[config.mk]
export PLATFORM = sky130hd
export DESIGN_NAME = cpu_sequencer_flat
export DESIGN_NICKNAME = d
export VERILOG_FILES = /design/src/rtl/cpu_sequencer_pkg.sv /design/src/rtl/cpu_sequencer_if.sv /design/src/rtl/cpu_sequencer_io_wait_timer.sv /design/src/rtl/cpu_sequencer.sv /design/src/flat_wrapper.sv
export SDC_FILE = /design/constraint.sdc
export NUM_CORES = 1
export LEC_CHECK = 0
export ABC_AREA = 1
export CORE_MARGIN = 2
export CORE_UTILIZATION = 29
export CTS_CLUSTER_DIAMETER = 200
export DETAILED_ROUTE_END_ITERATION = 12
export PLACE_DENSITY = 0.6
export SYNTH_ARGS = -nofsm -noshare
export SYNTH_HDL_FRONTEND = slang
export SYNTH_SLANG_ARGS = --single-unit
[constraint.sdc]
create_clock -name clk -period 1.7 [get_ports clk]
set_input_delay 0.255 -clock clk [delete_from_list [all_inputs] [get_ports clk]]
set_output_delay 0.255 -clock clk [all_outputs]
set_load 0.01 [all_outputs]
[src/rtl/cpu_sequencer_pkg.sv]
// ----------------------------------------------------------------------------
// cpu_seq_pkg
// Shared definitions for the model-CPU sequencer:
//   - seq_state_t : sequencer state encoding (IDLE..PAUSE, fixed values)
//   - default widths / timeout for the retired-instruction counter and the
//     IO wait timer
//   - ack_match   : true when the acknowledge matching the active request is
//                   present
// ----------------------------------------------------------------------------
package cpu_seq_pkg;

    localparam int CNT_W_DEF      = 16;
    localparam int IO_TIMEOUT_DEF = 255;
    localparam int TMR_W_DEF      = 8;

    // Encodings are fixed so that state values seen in waveforms or by other
    // tools stay stable across builds. PAUSE exists in the type even when
    // single-step support is compiled out.
    typedef enum logic [2:0] {
        IDLE    = 3'd0,
        FETCH   = 3'd1,
        EXEC    = 3'd2,
        IO_WAIT = 3'd3,
        IO_DONE = 3'd4,
        HALTED  = 3'd5,
        PAUSE   = 3'd6
    } seq_state_t;

    // Only the acknowledge belonging to the outstanding request completes a
    // transfer; a stray ack of the other kind is ignored.
    function automatic logic ack_match(input logic in_req, input logic out_req,
                                       input logic in_ack, input logic out_ack);
        return (in_req & in_ack) | (out_req & out_ack);
    endfunction

endpackage

[src/rtl/cpu_sequencer_if.sv]
// ----------------------------------------------------------------------------
// cpu_sequencer_if
// Bundle of the decoder / peripheral-facing signals of the sequencer.
//   Decoder -> sequencer : run, halt, in1, out1
//   Peripheral -> seq.   : in_ack, out_ack
//   Sequencer -> others  : sm, stall, in_req, out_req, halted, io_err,
//                          instr_cnt[CNT_W-1:0]
// Modports:
//   master : the sequencer side (drives sm/stall/requests/status)
//   slave  : the decoder + peripheral side
// ----------------------------------------------------------------------------
interface cpu_sequencer_if #(
    parameter int CNT_W = cpu_seq_pkg::CNT_W_DEF
);
    logic             run;
    logic             halt;
    logic             in1;
    logic             out1;
    logic             in_ack;
    logic             out_ack;
    logic             sm;
    logic             stall;
    logic             in_req;
    logic             out_req;
    logic             halted;
    logic             io_err;
    logic [CNT_W-1:0] instr_cnt;

    modport master (
        input  run, halt, in1, out1, in_ack, out_ack,
        output sm, stall, in_req, out_req, halted, io_err, instr_cnt
    );

    modport slave (
        output run, halt, in1, out1, in_ack, out_ack,
        input  sm, stall, in_req, out_req, halted, io_err, instr_cnt
    );
endinterface

[src/rtl/cpu_sequencer_io_wait_timer.sv]
// ----------------------------------------------------------------------------
// io_wait_timer
// Counts cycles spent waiting for a peripheral acknowledge.
// Ports:
//   clk     in  system clock, rising edge
//   rst_n   in  synchronous reset, active-low
//   clear   in  force the count to zero (takes precedence over enable)
//   enable  in  advance the count by one
//   expired out count has reached IO_TIMEOUT-1 (never set when IO_TIMEOUT=0)
// ----------------------------------------------------------------------------
module io_wait_timer
    import cpu_seq_pkg::*;
#(
    parameter int IO_TIMEOUT = IO_TIMEOUT_DEF,
    parameter int TMR_W      = TMR_W_DEF
) (
    input  logic clk,
    input  logic rst_n,
    input  logic clear,
    input  logic enable,
    output logic expired
);

    // Last count value before the transfer is forced to complete. With the
    // timeout disabled the comparison is masked off below, so the value is
    // irrelevant.
    localparam logic [TMR_W-1:0] LAST = (IO_TIMEOUT == 0) ? '0 : TMR_W'(IO_TIMEOUT - 1);

    logic [TMR_W-1:0] count;

    always_ff @(posedge clk) begin
        if (!rst_n) begin
            count <= '0;
        end else if (clear) begin
            count <= '0;
        end else if (enable) begin
            count <= count + TMR_W'(1);
        end
    end

    assign expired = (IO_TIMEOUT != 0) && (count == LAST);

endmodule

[src/rtl/cpu_sequencer.sv]
// ----------------------------------------------------------------------------
// cpu_sequencer
// Fetch/execute timing controller for the 8-bit model CPU. Produces the phase
// bit sm (0 fetch, 1 execute), owns the halt state and the IN/OUT peripheral
// handshakes, stalls the datapath during transfers and counts retired
// instructions.
//
// Ports:
//   clk    in   system clock, rising edge
//   rst_n  in   synchronous reset, active-low
//   step   in   single-step advance (only with SINGLE_STEP_EN defined)
//   bus    master modport of cpu_sequencer_if:
//            run, halt, in1, out1, in_ack, out_ack  (inputs)
//            sm, stall, in_req, out_req, halted, io_err, instr_cnt (outputs)
//
// Configuration macro:
//   SINGLE_STEP_EN - adds the step input and a PAUSE state entered after every
//                    retire; a rising edge on step resumes with the next fetch.
// ----------------------------------------------------------------------------
module cpu_sequencer
    import cpu_seq_pkg::*;
#(
    parameter int CNT_W      = CNT_W_DEF,
    parameter int IO_TIMEOUT = IO_TIMEOUT_DEF,
    parameter int TMR_W      = TMR_W_DEF
) (
    input  logic             clk,
    input  logic             rst_n,
`ifdef SINGLE_STEP_EN
    input  logic             step,
`endif
    cpu_sequencer_if.master  bus
);

`ifdef SINGLE_STEP_EN
    localparam seq_state_t RETIRE_TO = PAUSE;
`else
    localparam seq_state_t RETIRE_TO = FETCH;
`endif

    seq_state_t       state;
    logic             sm_q;
    logic             in_req_q;
    logic             out_req_q;
    logic             halted_q;
    logic             io_err_q;
    logic [CNT_W-1:0] cnt_q;
    logic             stall_c;
    logic             ack_hit;
    logic             timer_expired;
`ifdef SINGLE_STEP_EN
    logic             step_q;
`endif

    // The timer is held at zero outside IO_WAIT, so every transfer starts
    // counting from zero on its first wait cycle.
    io_wait_timer #(
        .IO_TIMEOUT(IO_TIMEOUT),
        .TMR_W     (TMR_W)
    ) u_timer (
        .clk    (clk),
        .rst_n  (rst_n),
        .clear  (state != IO_WAIT),
        .enable (state == IO_WAIT),
        .expired(timer_expired)
    );

    assign ack_hit = ack_match(in_req_q, out_req_q, bus.in_ack, bus.out_ack);

    // Sequencer state machine. All outputs except stall are registered and
    // updated on the same edge as the transition that changes them.
    always_ff @(posedge clk) begin
        if (!rst_n) begin
            state     <= IDLE;
            sm_q      <= 1'b0;
            in_req_q  <= 1'b0;
            out_req_q <= 1'b0;
            halted_q  <= 1'b0;
            io_err_q  <= 1'b0;
            cnt_q     <= '0;
`ifdef SINGLE_STEP_EN
            step_q    <= 1'b0;
`endif
        end else begin
`ifdef SINGLE_STEP_EN
            step_q <= step;
`endif
            case (state)
                IDLE: begin
                    if (bus.run) begin
                        state <= FETCH;
                    end
                end
                FETCH: begin
                    state <= EXEC;
                    sm_q  <= 1'b1;
                end
                EXEC: begin
                    // HALT outranks IN, which outranks OUT; both IN and OUT
                    // together is a decoder error and is treated as IN.
                    if (bus.halt) begin
                        state    <= HALTED;
                        halted_q <= 1'b1;
                    end else if (bus.in1) begin
                        state    <= IO_WAIT;
                        in_req_q <= 1'b1;
                    end else if (bus.out1) begin
                        state     <= IO_WAIT;
                        out_req_q <= 1'b1;
                    end else begin
                        state <= RETIRE_TO;
                        sm_q  <= 1'b0;
                        cnt_q <= cnt_q + CNT_W'(1);
                    end
                end
                IO_WAIT: begin
                    // An ack arriving on the timeout cycle still counts as a
                    // clean completion.
                    if (ack_hit || timer_expired) begin
                        state     <= IO_DONE;
                        in_req_q  <= 1'b0;
                        out_req_q <= 1'b0;
                        if (!ack_hit) begin
                            io_err_q <= 1'b1;
                        end
                    end
                end
                IO_DONE: begin
                    state <= RETIRE_TO;
                    sm_q  <= 1'b0;
                    cnt_q <= cnt_q + CNT_W'(1);
                end
                HALTED: begin
                    state <= HALTED;
                end
`ifdef SINGLE_STEP_EN
                PAUSE: begin
                    if (step && !step_q) begin
                        state <= FETCH;
                    end
                end
`endif
                default: begin
                    state     <= IDLE;
                    sm_q      <= 1'b0;
                    in_req_q  <= 1'b0;
                    out_req_q <= 1'b0;
                end
            endcase
        end
    end

    // Stall must cover the EXEC cycle of an IO instruction, before the
    // request register has risen, so it looks at the decoder inputs directly.
    always_comb begin
        stall_c = 1'b0;
        case (state)
            EXEC:    stall_c = (bus.in1 | bus.out1) & ~bus.halt;
            IO_WAIT: stall_c = 1'b1;
            HALTED:  stall_c = 1'b1;
`ifdef SINGLE_STEP_EN
            PAUSE:   stall_c = 1'b1;
`endif
            default: stall_c = 1'b0;
        endcase
    end

    assign bus.sm        = sm_q;
    assign bus.stall     = stall_c;
    assign bus.in_req    = in_req_q;
    assign bus.out_req   = out_req_q;
    assign bus.halted    = halted_q;
    assign bus.io_err    = io_err_q;
    assign bus.instr_cnt = cnt_q;

endmodule
[src/flat_wrapper.sv]
// flat-port wrapper written by rule: the top's interface ports become plain ports
module cpu_sequencer_flat import cpu_seq_pkg::*;
#(
    parameter int CNT_W      = CNT_W_DEF,
    parameter int IO_TIMEOUT = IO_TIMEOUT_DEF,
    parameter int TMR_W      = TMR_W_DEF
)
  (clk, rst_n, bus_run, bus_halt, bus_in1, bus_out1, bus_in_ack, bus_out_ack, bus_sm, bus_stall, bus_in_req, bus_out_req, bus_halted, bus_io_err, bus_instr_cnt);
  cpu_sequencer_if #(.CNT_W(CNT_W)) bus_i ();
  input  logic clk;
  input  logic rst_n;
  input wire logic [$bits(bus_i.run)-1:0] bus_run;
  input wire logic [$bits(bus_i.halt)-1:0] bus_halt;
  input wire logic [$bits(bus_i.in1)-1:0] bus_in1;
  input wire logic [$bits(bus_i.out1)-1:0] bus_out1;
  input wire logic [$bits(bus_i.in_ack)-1:0] bus_in_ack;
  input wire logic [$bits(bus_i.out_ack)-1:0] bus_out_ack;
  output wire logic [$bits(bus_i.sm)-1:0] bus_sm;
  output wire logic [$bits(bus_i.stall)-1:0] bus_stall;
  output wire logic [$bits(bus_i.in_req)-1:0] bus_in_req;
  output wire logic [$bits(bus_i.out_req)-1:0] bus_out_req;
  output wire logic [$bits(bus_i.halted)-1:0] bus_halted;
  output wire logic [$bits(bus_i.io_err)-1:0] bus_io_err;
  output wire logic [$bits(bus_i.instr_cnt)-1:0] bus_instr_cnt;
  assign bus_i.run = bus_run;
  assign bus_i.halt = bus_halt;
  assign bus_i.in1 = bus_in1;
  assign bus_i.out1 = bus_out1;
  assign bus_i.in_ack = bus_in_ack;
  assign bus_i.out_ack = bus_out_ack;
  assign bus_sm = bus_i.sm;
  assign bus_stall = bus_i.stall;
  assign bus_in_req = bus_i.in_req;
  assign bus_out_req = bus_i.out_req;
  assign bus_halted = bus_i.halted;
  assign bus_io_err = bus_i.io_err;
  assign bus_instr_cnt = bus_i.instr_cnt;
  cpu_sequencer #(.CNT_W(CNT_W), .IO_TIMEOUT(IO_TIMEOUT), .TMR_W(TMR_W)) u_core (.clk(clk), .rst_n(rst_n), .bus(bus_i));
endmodule
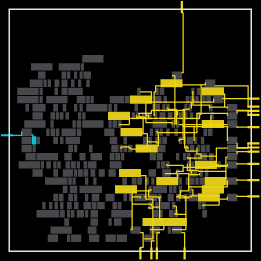
Figure 1: run 1, nets reached from selected ports.
Scale: 3 px per um.
| color | port | bits | direction | edge | end cells | buffers | wire |
|---|---|---|---|---|---|---|---|
| yellow | bus_instr_cnt | 16 | output | 11 east, 4 south, 1 north | 16 | 16 | 712 um |
| cyan | bus_out_ack | 1 | input | west | 1 | 1 | 7.10 um |

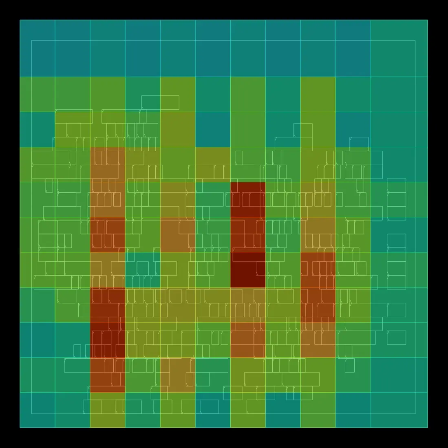
Figure 2: run 1, track usage over the die.
final core occ: 0.402
DR WL/cell: 10.2 um
met2 GRT Util: 0.216
gr usage total: 0.127

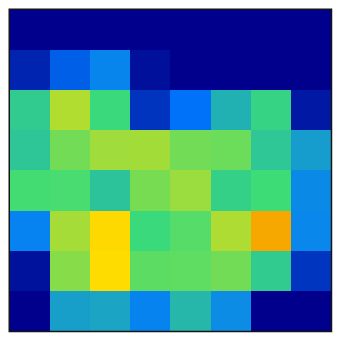
Figure 3: run 1, placement density heat map.
Scale: 4 px per um. 8 x 8 tiles, from dark blue (low) to red (high), 0 to 100% covered.
fullest tile: 81%
mean over tiles: 33%
nearly empty tiles: 23%

==> reports/qor.txt, run 1 <==
clock tree sinks = 32
global-route wire length before repair = 6440 um
comb_multi_in = 189
drt pass-1 iters = 4
Synth area leader = dfxtp_1
slew at the pin closest to its max-slew limit = 421 ps
top cells by count = nand2_1 (74), nor2_1 (36), dfxtp_1 (32)
IO Pins = 30
Max-slew headroom = 0.718
flop share of the area = 0.289
cell area after synthesis = 0.00168 sq mm
RD Place Congestion = 0.829
Worst Setup EP = bus_instr_cnt[9]
ys cells = 253
Flop area = 644 sq um
main flop type = dfxtp_1
Unique masters post-synth = 28
DRC = 0
setup bufs post-CTS = 0
Area leader share = 0.381
Vias = 1,661
initial antenna violation count = 0
Setup Skew = 6.37 ps
Worst setup startpoint = u_core.bus.instr_cnt[9]$_SDFFE_PN0P_
cells after synthesis = 253
GR Util met3 = 0.0270
Top logic family = simple AND/OR/NAND/NOR gates
Top Layout Cells = nand2_1 (74), nor2_1 (35), dfxtp_1 (29), clkdlybuf4s50_1 (28), inv_1 (24)
layout cells sized above 1 = 0.111
Power Internal = 1.23 mW
number of global-route vias before repair = 1,480
Clock Network Area Fraction = 0.0438
clk slew on worst S/H paths = 70 ps
status = complete, no violations
critical path capture point type = primary output
CP bufs+invs = 1
Worst Hold Class = flop to flop
highest clock rate = 0.631 GHz
CP arrival = 1330 ps
Peak VDD IR = 461 uV
Final Cycle Share = 0.932
Syn-to-layout area delta = 32.5%
hold buffer count at CTS = 0
fin. max-slew vios = 0
reg2reg path depth = 7
met3 WL = 105 um
Non-clk invs = 28
Buffers, non-clock = 41
seq_cells = 32
Comb gate area = 907 sq um
Yosys Warn Count = 0
Initial Utilization = 0.304
clock share of power = 0.369
Max Cap Viol = 0
Adder-Cell Fraction of Synth Area = 0.0223
pre-CTS WS = -61.4 ps
Port Buffers = 29
Reg power frac = 0.472
Synth flops = 32
Top area cell types = dfxtp_1 (38%), nand2_1 (17%), nor2_1 (8.0%), a21oi_1 (5.9%), inv_1 (5.6%)
Seq power = 0.804 mW
NumNets Final = 308
routed wire length on met2 = 1760 um
Vias/cell = 4.49
count of tool warnings = 27
Initial DRC Count = 72
Overflow after GRT = 0
Leading cell kind = combinational gates
hold_sp = u_core.bus.sm$_SDFFE_PN0P_
combinational power = 0.271 mW
Finished Layout Cells = 370
Critical Path RT = 1440 ps
largest net degree at the start of global routing = 14
Sw Share = 0.277
delay-heaviest family, CP = buffers and inverters
Num CTS Buffers = 5
Setup-failing EPs final = 0
H-tree depth = 2
TritonCTS clock tree = yes
Die Span X = 80.2 um
RSZ-0062 raised after global routing = no
n_diodes = 0
Static Leak = 0.831 nW
crit path kind = flop to primary output
final hold violations = 0
Pwr Density = 764 mW/mm^2
core region area = 0.00554 sq mm
logic share of the area = 0.407
Reg2Reg Setup Slack = 240 ps
clock latency on the worst-skew pair = 280 ps
Avg Inst Size Synth = 6.65 sq um
min Tclk post-route = 1580 ps
most common cell in the netlist = nand2_1
crit path cell chain = clkdlybuf4s50_1
Slowest-stage cell, CP = clkdlybuf4s50_1
power share of the combinational group = 0.159
CP peak stage delay = 580 ps
Chip Area, Yosys = 0.00168 sq mm
reg2reg end = u_core.bus.instr_cnt[10]$_SDFFE_PN0P_
Main power group = sequential cells
hold path cells = 2
GRT met1 Usage = 0.156
highest-count logic cell in the final layout = nand2_1
Max Fanout on Critical Path = 6
Placed Area = 0.00213 sq mm
ANT nets after route = 0
clock buffer depth = 2
GRT busiest layer = met2
chip area = 0.00643 sq mm
CLK BUF = 6
WHS Endpoint = u_core.bus.sm$_SDFFE_PN0P_
yosys aoi share = 0.112
Metal-1 WL = 1880 um
Overall Power = 1.70 mW
setup TNS = 0 ps
post_cts resized = 3
placed insts = 362
WP depth = 1
CTS root buf = clkbuf_8
Final Cell Area = 0.00223 sq mm
P_sw = 0.472 mW
Startpoint Class = flop
xor+xnor area frac = 0.0416
Async SR Flop Fraction = 0
num tapcells = 72
Post-synth EDFFs = 0
HPWL after DPL = 2850 um
--- run 2 (diff from run 1) ---
--- a/config.mk
+++ b/config.mk
@@ -6,7 +6,7 @@
 export NUM_CORES = 1
 export LEC_CHECK = 0
 export ABC_AREA = 1
-export CORE_MARGIN = 2
+export CORE_MARGIN = 3
 export CORE_UTILIZATION = 29
 export CTS_CLUSTER_DIAMETER = 200
 export DETAILED_ROUTE_END_ITERATION = 12
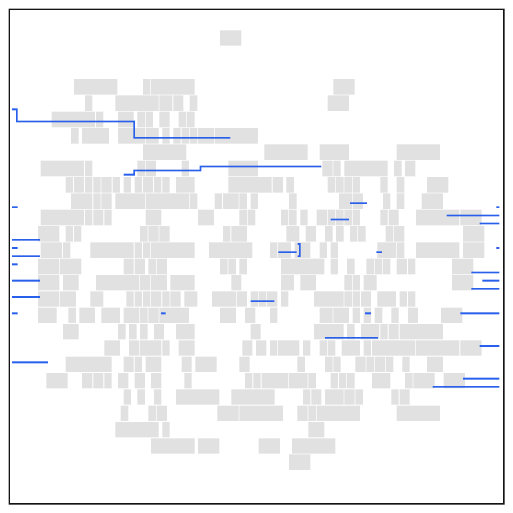
Figure 4: run 2, the metal 3 layer.
Scale: 6 px per um.
longest straight run: 20.0 um
share of all routed wire: 4.5%
main direction: horizontal

==> reports/qor.txt, run 2 <==
status = complete, no violations
chip area = 0.00675 sq mm (+5.1%)
Port Buffers = 29 (unchanged)
Unique masters post-synth = 28 (unchanged)
top cells by count = nand2_1 (74), nor2_1 (36), dfxtp_1 (32)
Setup-failing EPs final = 0 (unchanged)
final hold violations = 0 (unchanged)
clk slew on worst S/H paths = 70 ps (about the same)
Non-clk invs = 28 (unchanged)
seq_cells = 32 (unchanged)
NumNets Final = 313 (+1.6%)
pre-CTS WS = -53.2 ps (+8.21 ps)
placed insts = 367 (+1.4%)
yosys aoi share = 0.112 (unchanged)
fin. max-slew vios = 0 (unchanged)
Static Leak = 0.864 nW (+4.0%)
Final Cycle Share = 0.936 (+0.00387)
Top Layout Cells = nand2_1 (74), nor2_1 (36), dfxtp_1 (31), clkdlybuf4s50_1 (28), inv_1 (25)
slew at the pin closest to its max-slew limit = 452 ps (+31.2 ps)
RSZ-0062 raised after global routing = no
HPWL after DPL = 2890 um (+1.3%)
final core occ = 0.405 (+0.00250)
num tapcells = 72 (unchanged)
Num CTS Buffers = 5 (unchanged)
n_diodes = 0 (unchanged)
Flop area = 642 sq um (-0.39%)
WHS Endpoint = u_core.bus.sm$_SDFFE_PN0P_
Syn-to-layout area delta = 34.1%
hold path cells = 2 (unchanged)
routed wire length on met2 = 1750 um (-0.57%)
highest-count logic cell in the final layout = nand2_1
Adder-Cell Fraction of Synth Area = 0.0223 (unchanged)
setup TNS = 0 ps (unchanged)
Area leader share = 0.381 (unchanged)
Metal-1 WL = 1850 um (-1.6%)
logic share of the area = 0.401 (-0.00607)
count of tool warnings = 27 (unchanged)
Reg2Reg Setup Slack = 170 ps (-70 ps)
CP bufs+invs = 2 (+1)
DRC = 0 (unchanged)
most common cell in the netlist = nand2_1
Startpoint Class = flop
cells after synthesis = 253 (unchanged)
Die Span X = 82.2 um (+2.5%)
critical path capture point type = primary output
Peak VDD IR = 331 uV (-28%)
main flop type = dfxtp_1
GR Util met3 = 0.0466 (+0.0197)
CP arrival = 1340 ps (about the same)
Finished Layout Cells = 375 (+1.4%)
WP depth = 5 (+4)
Yosys Warn Count = 0 (unchanged)
Initial DRC Count = 75 (+4.2%)
hold buffer count at CTS = 0 (unchanged)
Avg Inst Size Synth = 6.65 sq um (unchanged)
Async SR Flop Fraction = 0 (unchanged)
highest clock rate = 0.628 GHz (-0.41%)
drt pass-1 iters = 4 (unchanged)
layout cells sized above 1 = 0.112 (+0.00147)
Vias = 1,689 (+1.7%)
reg2reg end = u_core.bus.in_req$_SDFFE_PN0P_
reg2reg path depth = 9 (+2)
Placed Area = 0.00216 sq mm (+1.8%)
number of global-route vias before repair = 1,473 (-0.47%)
clock share of power = 0.364 (-0.005)
Post-synth EDFFs = 0 (unchanged)
P_sw = 0.466 mW (-1.4%)
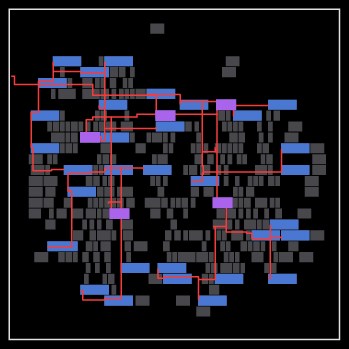
Figure 5: run 2, clock distribution.
Scale: 4 px per um.
[blue] flip-flops | count: 32
[red] clock wires | length: 491 um
[purple] cells driving clock nets | count: 5
routed clock nets: 6

--- run 3 (diff from run 2) ---
--- a/config.mk
+++ b/config.mk
@@ -7,10 +7,10 @@
 export LEC_CHECK = 0
 export ABC_AREA = 1
 export CORE_MARGIN = 3
-export CORE_UTILIZATION = 29
+export CORE_UTILIZATION = 40
 export CTS_CLUSTER_DIAMETER = 200
 export DETAILED_ROUTE_END_ITERATION = 12
-export PLACE_DENSITY = 0.6
+export PLACE_DENSITY_LB_ADDON = 0.1
 export SYNTH_ARGS = -nofsm -noshare
 export SYNTH_HDL_FRONTEND = slang
 export SYNTH_SLANG_ARGS = --single-unit
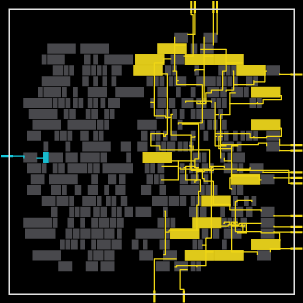
Figure 6: run 3, nets reached from selected ports.
Scale: 4 px per um.
| color | port | bits | direction | edge | end cells | buffers | wire |
|---|---|---|---|---|---|---|---|
| cyan | bus_out_ack | 1 | input | west | 1 | 1 | 5.30 um |
| yellow | bus_instr_cnt | 16 | output | 10 east, 4 north, 2 south | 16 | 16 | 684 um |

==> reports/qor.txt, run 3 <==
yosys aoi share = 0.112 (unchanged)
Async SR Flop Fraction = 0 (unchanged)
DRC = 0 (unchanged)
Flop area = 643 sq um (+0.19%)
Setup-failing EPs final = 0 (unchanged)
Initial DRC Count = 71 (-5.3%)
Placed Area = 0.00212 sq mm (-2.1%)
worst r2r src = u_core.state[0]$_SDFFE_PN0P_
drt total wl = 3760 um
count of tool warnings = 27 (unchanged)
Yosys Warn Count = 0 (unchanged)
critical path capture point type = primary output
Static Leak = 0.853 nW (-1.3%)
final core occ = 0.576 (+0.171)
Final Cycle Share = 0.925 (-0.0112)
RD Place Congestion = 0.930
highest clock rate = 0.636 GHz (+1.2%)
Reg2Reg Setup Slack = 210 ps (+40 ps)
Avg Inst Size Synth = 6.65 sq um (unchanged)
seq_cells = 32 (unchanged)
number of global-route vias before repair = 1,536 (+4.3%)
initial antenna violation count = 0
Vias = 1,677 (-0.71%)
drt pass-1 iters = 4 (unchanged)
setup TNS = 0 ps (unchanged)
core region area = 0.00385 sq mm
status = complete, no violations
P_sw = 0.439 mW (-5.8%)
pre-CTS WS = -54.3 ps (-1.04 ps)
Num CTS Buffers = 5 (unchanged)
WP depth = 6 (+1)
Area leader share = 0.381 (unchanged)
Max Fanout on Critical Path = 3
Top Layout Cells = nand2_1 (74), nor2_1 (36), dfxtp_1 (30), clkdlybuf4s50_1 (28), inv_1 (25)
placed insts = 341 (-7.1%)
most common cell in the netlist = nand2_1
Port Buffers = 29 (unchanged)
Top area cell types = dfxtp_1 (38%), nand2_1 (17%), nor2_1 (8.0%), a21oi_1 (5.9%), inv_1 (5.6%)
gr usage total = 0.159
reg2reg end = u_core.bus.out_req$_SDFFE_PN0P_
Seq share, synth = 0.381
top cells by count = nand2_1 (74), nor2_1 (36), dfxtp_1 (32)
layout cells sized above 1 = 0.110 (-0.00221)
RSZ-0062 raised after global routing = no
slew at the pin closest to its max-slew limit = 343 ps (-109 ps)
clock share of power = 0.367 (+0.003)
routed wire length on met2 = 1770 um (+1.1%)
Post-synth EDFFs = 0 (unchanged)
GR Util met3 = 0.0526 (+0.00592)
Non-clk invs = 28 (unchanged)
syn_nets = 264
num tapcells = 48 (-33%)
GRT busiest layer = met2
cells after synthesis = 253 (unchanged)
logic share of the area = 0.409 (+0.00824)
non-clk buf share = 0.181
CTS root buf = clkbuf_8
DR WL/cell = 10.8 um
reg2reg path depth = 9 (unchanged)
Syn-to-layout area delta = 32.0%
setup bufs post-CTS = 0
HPWL after DPL = 2860 um (-0.81%)
final hold violations = 0 (unchanged)
highest-count logic cell in the final layout = nand2_1
Finished Layout Cells = 348 (-7.2%)
Max Cap Viol = 0
main flop type = dfxtp_1
Main power group = sequential cells
cell area after synthesis = 0.00168 sq mm
n_diodes = 0 (unchanged)
NumNets Final = 311 (-0.64%)
CP bufs+invs = 3 (+1)
clock buffer depth = 2
combinational power = 0.277 mW
Metal-1 WL = 1800 um (-2.4%)
Die Span X = 70.9 um (-14%)
fin. max-slew vios = 0 (unchanged)
WHS Endpoint = u_core.bus.sm$_SDFFE_PN0P_
Adder-Cell Fraction of Synth Area = 0.0223 (unchanged)
Startpoint Class = flop
chip area = 0.00502 sq mm (-26%)
Unique masters post-synth = 28 (unchanged)
clk slew on worst S/H paths = 70 ps (about the same)
hold path cells = 2 (unchanged)
Peak VDD IR = 515 uV (+56%)
hold buffer count at CTS = 0 (unchanged)
Chip Area, Yosys = 0.00168 sq mm
CP arrival = 1320 ps (-20 ps)
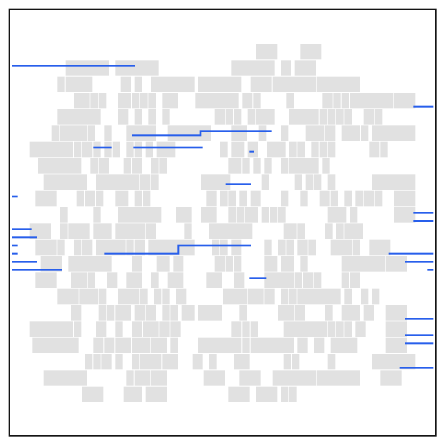
Figure 7: run 3, the metal 3 layer.
Scale: 6 px per um.
share of all routed wire: 4.0%
longest straight run: 20.2 um

Power is estimated from default activity; no workload was simulated.
